==> images/m1.png <==
(4 px per um) Supply wires on this layer in grey.
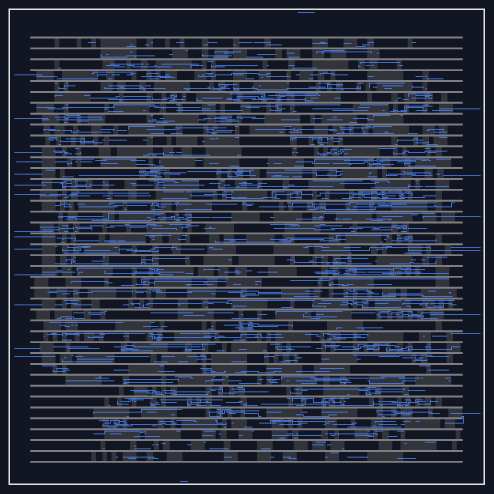
==> images/m2.png <==
(4 px per um)
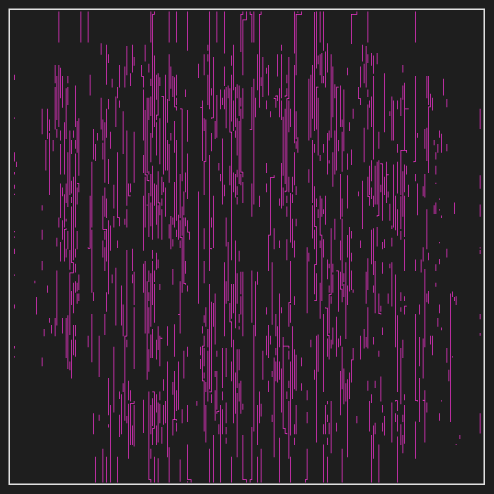
==> images/m3.png <==
(4 px per um)
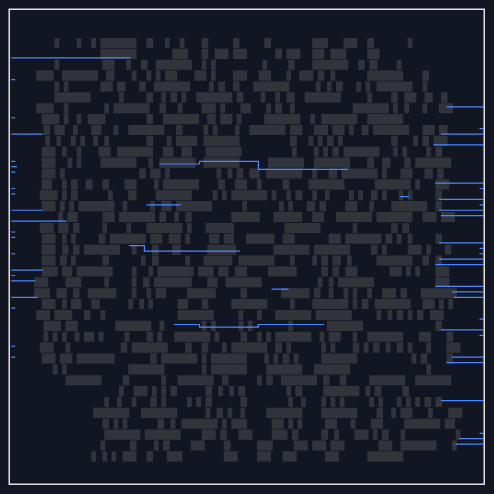
==> images/congestion_map.png <==
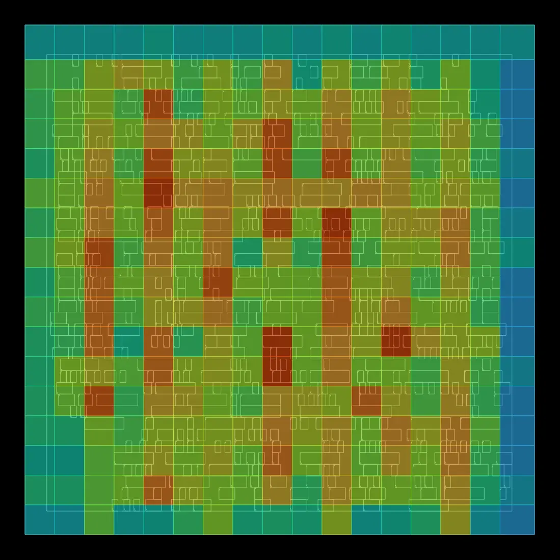
File: src/rtl/rv_fetch_pkg.sv
// rv_fetch_pkg: shared types and constants for the instruction fetch slice.
//   fetch_state_t : fetch sequencer state (RUN / HALT / TRAP)
//   fetch_entry_t : one fetch buffer entry {pc, instr}. The pc field is
//                   32 bits wide so the type is independent of ADDR_WIDTH.
//                   Users zero-extend into it and truncate out of it.
//   PC_STEP       : byte increment between sequential fetches
package rv_fetch_pkg;

    typedef enum logic [1:0] {
        RUN  = 2'd0,
        HALT = 2'd1,
        TRAP = 2'd2
    } fetch_state_t;

    typedef struct packed {
        logic [31:0] pc;
        logic [31:0] instr;
    } fetch_entry_t;

    localparam int unsigned PC_STEP = 4;

endpackage

File: src/rtl/instr_fetch_ctrl_buf.sv
// fetch_buf: small FIFO of fetch_entry_t sitting between fetch and decode.
//   clk, rst_n  : clock and asynchronous active-low reset
//   push, entry : write an entry at the tail
//   pop         : drop the head entry
//   flush       : empty the buffer; takes priority over push and pop
//   head        : current head entry, read straight from storage registers
//   full, empty : occupancy flags
//   count       : number of valid entries
// DEPTH must be a power of two so the pointers wrap without extra logic.
module fetch_buf
    import rv_fetch_pkg::*;
#(
    parameter int DEPTH = 2
) (
    input  logic                     clk,
    input  logic                     rst_n,
    input  logic                     push,
    input  fetch_entry_t             entry,
    input  logic                     pop,
    input  logic                     flush,
    output fetch_entry_t             head,
    output logic                     full,
    output logic                     empty,
    output logic [$clog2(DEPTH):0]   count
);

    localparam int PW = $clog2(DEPTH);

    fetch_entry_t    mem [DEPTH];
    logic [PW-1:0]   wr_ptr;
    logic [PW-1:0]   rd_ptr;

    assign head  = mem[rd_ptr];
    assign full  = (count == (PW+1)'(DEPTH));
    assign empty = (count == '0);

    always_ff @(posedge clk or negedge rst_n) begin
        if (!rst_n) begin
            wr_ptr <= '0;
            rd_ptr <= '0;
            count  <= '0;
            // Cleared so the head outputs read as zero straight out of reset.
            for (int i = 0; i < DEPTH; i++) mem[i] <= '0;
        end else if (flush) begin
            wr_ptr <= '0;
            rd_ptr <= '0;
            count  <= '0;
        end else begin
            if (push) begin
                mem[wr_ptr] <= entry;
                wr_ptr      <= wr_ptr + PW'(1);
            end
            if (pop) rd_ptr <= rd_ptr + PW'(1);
            count <= count + (PW+1)'(push) - (PW+1)'(pop);
        end
    end

endmodule

File: src/rtl/instr_fetch_ctrl.sv
// instr_fetch_ctrl: fetch sequencer. Owns the PC, drives the combinational
// instruction memory, buffers {pc, word} pairs and hands them to decode over
// a valid/ready handshake. Handles execute redirects and halt requests.
//   clk, rst_n                 : clock, asynchronous active-low reset
//   imem_addr / imem_data      : instruction memory address (= pc) / word
//   redirect_valid/redirect_pc : PC change from execute; flushes the buffer
//   halt_req                   : level; stops new fetches while high
//   ins_valid/ins_ready        : decode handshake on the buffer head
//   ins_data/ins_pc            : head instruction word and its PC
//   trap_valid/trap_pc         : misaligned-redirect trap status
// Optional feature macro: IFETCH_MISALIGN_TRAP_EN. When defined, a redirect
// with nonzero low bits enters TRAP until an aligned redirect arrives. When
// undefined, low bits are dropped and the trap outputs are constant zero.
module instr_fetch_ctrl
    import rv_fetch_pkg::*;
#(
    parameter int                    ADDR_WIDTH = 8,
    parameter logic [ADDR_WIDTH-1:0] RESET_PC   = '0,
    parameter int                    BUF_DEPTH  = 2
) (
    input  logic                  clk,
    input  logic                  rst_n,
    output logic [ADDR_WIDTH-1:0] imem_addr,
    input  logic [31:0]           imem_data,
    input  logic                  redirect_valid,
    input  logic [ADDR_WIDTH-1:0] redirect_pc,
    input  logic                  halt_req,
    output logic                  ins_valid,
    input  logic                  ins_ready,
    output logic [31:0]           ins_data,
    output logic [ADDR_WIDTH-1:0] ins_pc,
    output logic                  trap_valid,
    output logic [ADDR_WIDTH-1:0] trap_pc
);

    fetch_state_t                 state;
    logic [ADDR_WIDTH-1:0]        pc;
    logic                         pop;
    logic                         fetch;
    logic                         full;
    logic                         empty;
    logic [$clog2(BUF_DEPTH):0]   count;
    fetch_entry_t                 head;
    fetch_entry_t                 new_entry;
    logic                         unused_bits;

    assign imem_addr = pc;
    assign ins_valid = !empty;
    assign ins_data  = head.instr;
    assign ins_pc    = head.pc[ADDR_WIDTH-1:0];

    // A handshake in a redirect cycle is voided by the flush, so no separate
    // pop masking is needed here.
    assign pop   = ins_valid && ins_ready;
    // Room exists when not full, or when the head leaves this same cycle.
    assign fetch = (state == RUN) && !redirect_valid && (!full || pop);

    assign new_entry = '{pc: 32'(pc), instr: imem_data};

    fetch_buf #(.DEPTH(BUF_DEPTH)) u_buf (
        .clk   (clk),
        .rst_n (rst_n),
        .push  (fetch),
        .entry (new_entry),
        .pop   (pop),
        .flush (redirect_valid),
        .head  (head),
        .full  (full),
        .empty (empty),
        .count (count)
    );

    // Bits that are intentionally not consumed (upper pc field, count, and
    // redirect low bits in builds that ignore them).
    assign unused_bits = ^{count, head.pc, redirect_pc[1:0]};

`ifdef IFETCH_MISALIGN_TRAP_EN
    always_ff @(posedge clk or negedge rst_n) begin
        if (!rst_n) begin
            state      <= RUN;
            pc         <= RESET_PC;
            trap_valid <= 1'b0;
            trap_pc    <= '0;
        end else if (redirect_valid) begin
            pc <= {redirect_pc[ADDR_WIDTH-1:2], 2'b00};
            if (redirect_pc[1:0] != 2'b00) begin
                state      <= TRAP;
                trap_valid <= 1'b1;
                trap_pc    <= redirect_pc;
            end else if (state == TRAP) begin
                state      <= RUN;
                trap_valid <= 1'b0;
                trap_pc    <= '0;
            end
        end else begin
            if (fetch) pc <= pc + ADDR_WIDTH'(PC_STEP);
            case (state)
                RUN:     if (halt_req)  state <= HALT;
                HALT:    if (!halt_req) state <= RUN;
                default: ;
            endcase
        end
    end
`else
    assign trap_valid = 1'b0;
    assign trap_pc    = '0;

    always_ff @(posedge clk or negedge rst_n) begin
        if (!rst_n) begin
            state <= RUN;
            pc    <= RESET_PC;
        end else if (redirect_valid) begin
            pc <= {redirect_pc[ADDR_WIDTH-1:2], 2'b00};
        end else begin
            if (fetch) pc <= pc + ADDR_WIDTH'(PC_STEP);
            case (state)
                RUN:     if (halt_req)  state <= HALT;
                HALT:    if (!halt_req) state <= RUN;
                default: state <= RUN;
            endcase
        end
    end
`endif

endmodule

File: config.mk
export PLATFORM = sky130hd
export DESIGN_NAME = instr_fetch_ctrl
export DESIGN_NICKNAME = d
export VERILOG_FILES = /design/src/rtl/rv_fetch_pkg.sv /design/src/rtl/instr_fetch_ctrl_buf.sv /design/src/rtl/instr_fetch_ctrl.sv
export SDC_FILE = /design/constraint.sdc
export NUM_CORES = 1
export LEC_CHECK = 0
export ABC_AREA = 1
export ABC_CLOCK_PERIOD_IN_PS = 1800
export CELL_PAD_IN_SITES_DETAIL_PLACEMENT = 1
export CELL_PAD_IN_SITES_GLOBAL_PLACEMENT = 1
export CORE_MARGIN = 5
export CORE_UTILIZATION = 37
export CTS_CLUSTER_SIZE = 14
export DETAILED_ROUTE_END_ITERATION = 6
export HOLD_SLACK_MARGIN = 0.08
export PLACE_DENSITY_LB_ADDON = 0.1
export SLEW_MARGIN = 0
export SYNTH_ARGS = -nofsm -noshare
export SYNTH_HDL_FRONTEND = slang
export SYNTH_SLANG_ARGS = --single-unit
File: constraint.sdc
create_clock -name clk -period 1.8 [get_ports clk]
set_input_delay 0.27 -clock clk [delete_from_list [all_inputs] [get_ports clk]]
set_output_delay 0.27 -clock clk [all_outputs]
set_load 0.02 [all_outputs]
==> impl_metrics.json <==
{
  "status": "complete, no violations",
  "dieHeight_um": 118.4,
  "pwr-share-seq_pct": 37.6,
  "fmax_ghz": 0.5722,
  "arrival_ns": 1.48,
  "buffers": 109,
  "p_leak_uw": 0.002672,
  "cts.sink_count": 87,
  "final_cells": 746,
  "synth.cellmix.compoundShare_pct": 16.81,
  "grt_pass1_vias": 3966,
  "wl_per_cell_um": 15.07,
  "top_area_share_pct": 50.07,
  "cap_violations": 0,
  "sh_seq_area_pct": 39.28,
  "ys_warn_count": 0,
  "drc": 0,
  "htreeDepth": 3,
  "synth_seq_share_pct": 50.07,
  "io_pins": 103,
  "initial_core_util_pct": 37.92,
  "hpwl_mm": 7.974,
  "via_per_inst": 4.875,
  "drive_gt1_share_pct": 20.73,
  "worst_r2r_startpoint": "u_buf.count[1]$_DFF_PN0_",
  "setup_viol": 0,
  "comb_cells": 340,
  "cts_made_buffers": 9,
  "ys_sh_adder_pct": 0.8633,
  "drtPass1Iterations": 4,
  "cp-startpoint": "u_buf.rd_ptr$_DFFE_PN0P_",
  "rows": 39,
  "final-clk-cell-share_pct": 4.667,
  "port_buffers": 87,
  "antenna_cells": 0,
  "syn_area_per_cell_um2": 8.525,
  "die_x_um": 118.4,
  "critical_path_peak_fanout": 5,
  "finalHoldViolations": 0,
  "lay_top_count": "nand2_1",
  "ir_worst_vdd_mv": 0.5069,
  "fin_crit_sh_pct": 97.09,
  "p_clk_share_pct": 19.7,
  "chip_area_mm2": 0.01402,
  "gp_congestion": 0.7712,
  "internal_power_uw": 5086,
  "drt_iter0_drc": 150,
  "fin_crit_ns": 1.748,
  "largestClassByArea": "flip-flops and latches",
  "clock_latency_ns": 0.33,
  "cts.path.max_buffers": 2,
  "skew_ns": 0.003136,
  "hold_class": "in -> async",
  "tap-cell-count": 143,
  "stdcell_area_mm2": 0.005549,
  "yosys.area.top_type": "dfrtp_1",
  "switching_share_pct": 39.81,
  "cp-endpoint": "ins_pc[6]",
  "warning_count": 28,
  "yosys_area_mm2": 0.004348,
  "cts_tree": "yes",
  "logic_family": "simple AND/OR/NAND/NOR gates",
  "path_clk_slew_ns": 0.06,
  "area_growth_pct": 27.63,
  "nets": 646,
  "core_mm2": 0.01147,
  "synthMuxAreaShare_pct": 0,
  "ys_ff": 87,
  "grt-busiest-layer": "met2",
  "p_switching_uw": 3365,
  "grt_antenna_before_repair": 0,
  "flop_area_mm2": 0.002180,
  "slew_violations": 0
}
Back to the opening pictures, m1.png:
main direction: horizontal
nets with wire on the layer: 577

Back to the opening pictures, m2.png:
main direction: vertical
nets with wire on the layer: 570
wire length on this layer: 5,760 um
share of all routed wire: 51%
longest straight run: 32.0 um

Back to the opening pictures, m3.png:
wire length on this layer: 409 um
main direction: horizontal
share of all routed wire: 3.6%
longest straight run: 29.4 um

Back to the opening pictures, congestion_map.png:
met2 GRT Util: 28.76%
Tot GR Track Use: 16.71%
met3 usage in global routing: 4.155%
fin util: 48.39%

==> power groups by stage <==
stage	logic [uW]	registers (uW)	clock network (uW)
2_1_floorplan	2330	3100	0
3_3_place_gp	3860	3170	0
3_5_place_dp	3980	3220	0
4_1_cts	3790	3180	1720
5_1_grt	4030	3270	1810
6_report	3610	3170	1660
==> through the flow <==
| stage | TNS [ns] | hold WS [ns] | power (uW) |
|---|---|---|---|
| after global placement | -0.2914 | 0.2364 | 7026 |
| after global routing | 0 | 0.4433 | 9114 |
| final | 0 | 0.4118 | 8451 |
| after CTS | 0 | 0.4213 | 8690 |
| after floorplan | 0 | -0.02559 | 5428 |
| after detailed placement | -0.2982 | 0.2335 | 7198 |
==> per-layer routing <==
metal  vias up  routed length, um
li1       1752                  -
met1      1822               4996
met2        59               5759
met3         4                409
met4         0                 76
met5         -                  0
==> cells in the mapped netlist, drive strengths merged <==
library cell and instances:
a21boi 2, a21oi 1, buf 28, clkbuf 16, conb 1, dfrtp 87, ha 3, inv 51
nand2 180, nand3 11, nor2 8, o21a 1, o21ai 115, o21bai 2, xnor2 1, xor2 3
==> critical path: stages (launching register included) <==
cell,delay [ns]
dfrtp_2,0.49
buf_4,0.17
buf_4,0.14
o21ai_1,0.18
buf_4,0.17
==> registers in the layout, indices dropped and copies added, names as in the netlist <==
signal        flops
imem_addr         6
state             1
u_buf.count       2
u_buf.mem        76
u_buf.rd_ptr      1
u_buf.wr_ptr      1
==> repair_timing <==
action / 4_1_cts / 5_1_grt
buffers inserted: 1 / 0
hold endpoints to repair: 27 / 0
pin swaps: 0 / 0
setup endpoints to repair: 38 / 35
hold buffers: 1 / 0
resized: 119 / 61
Power figures rest on the tool's default switching activity, not on a simulated workload.
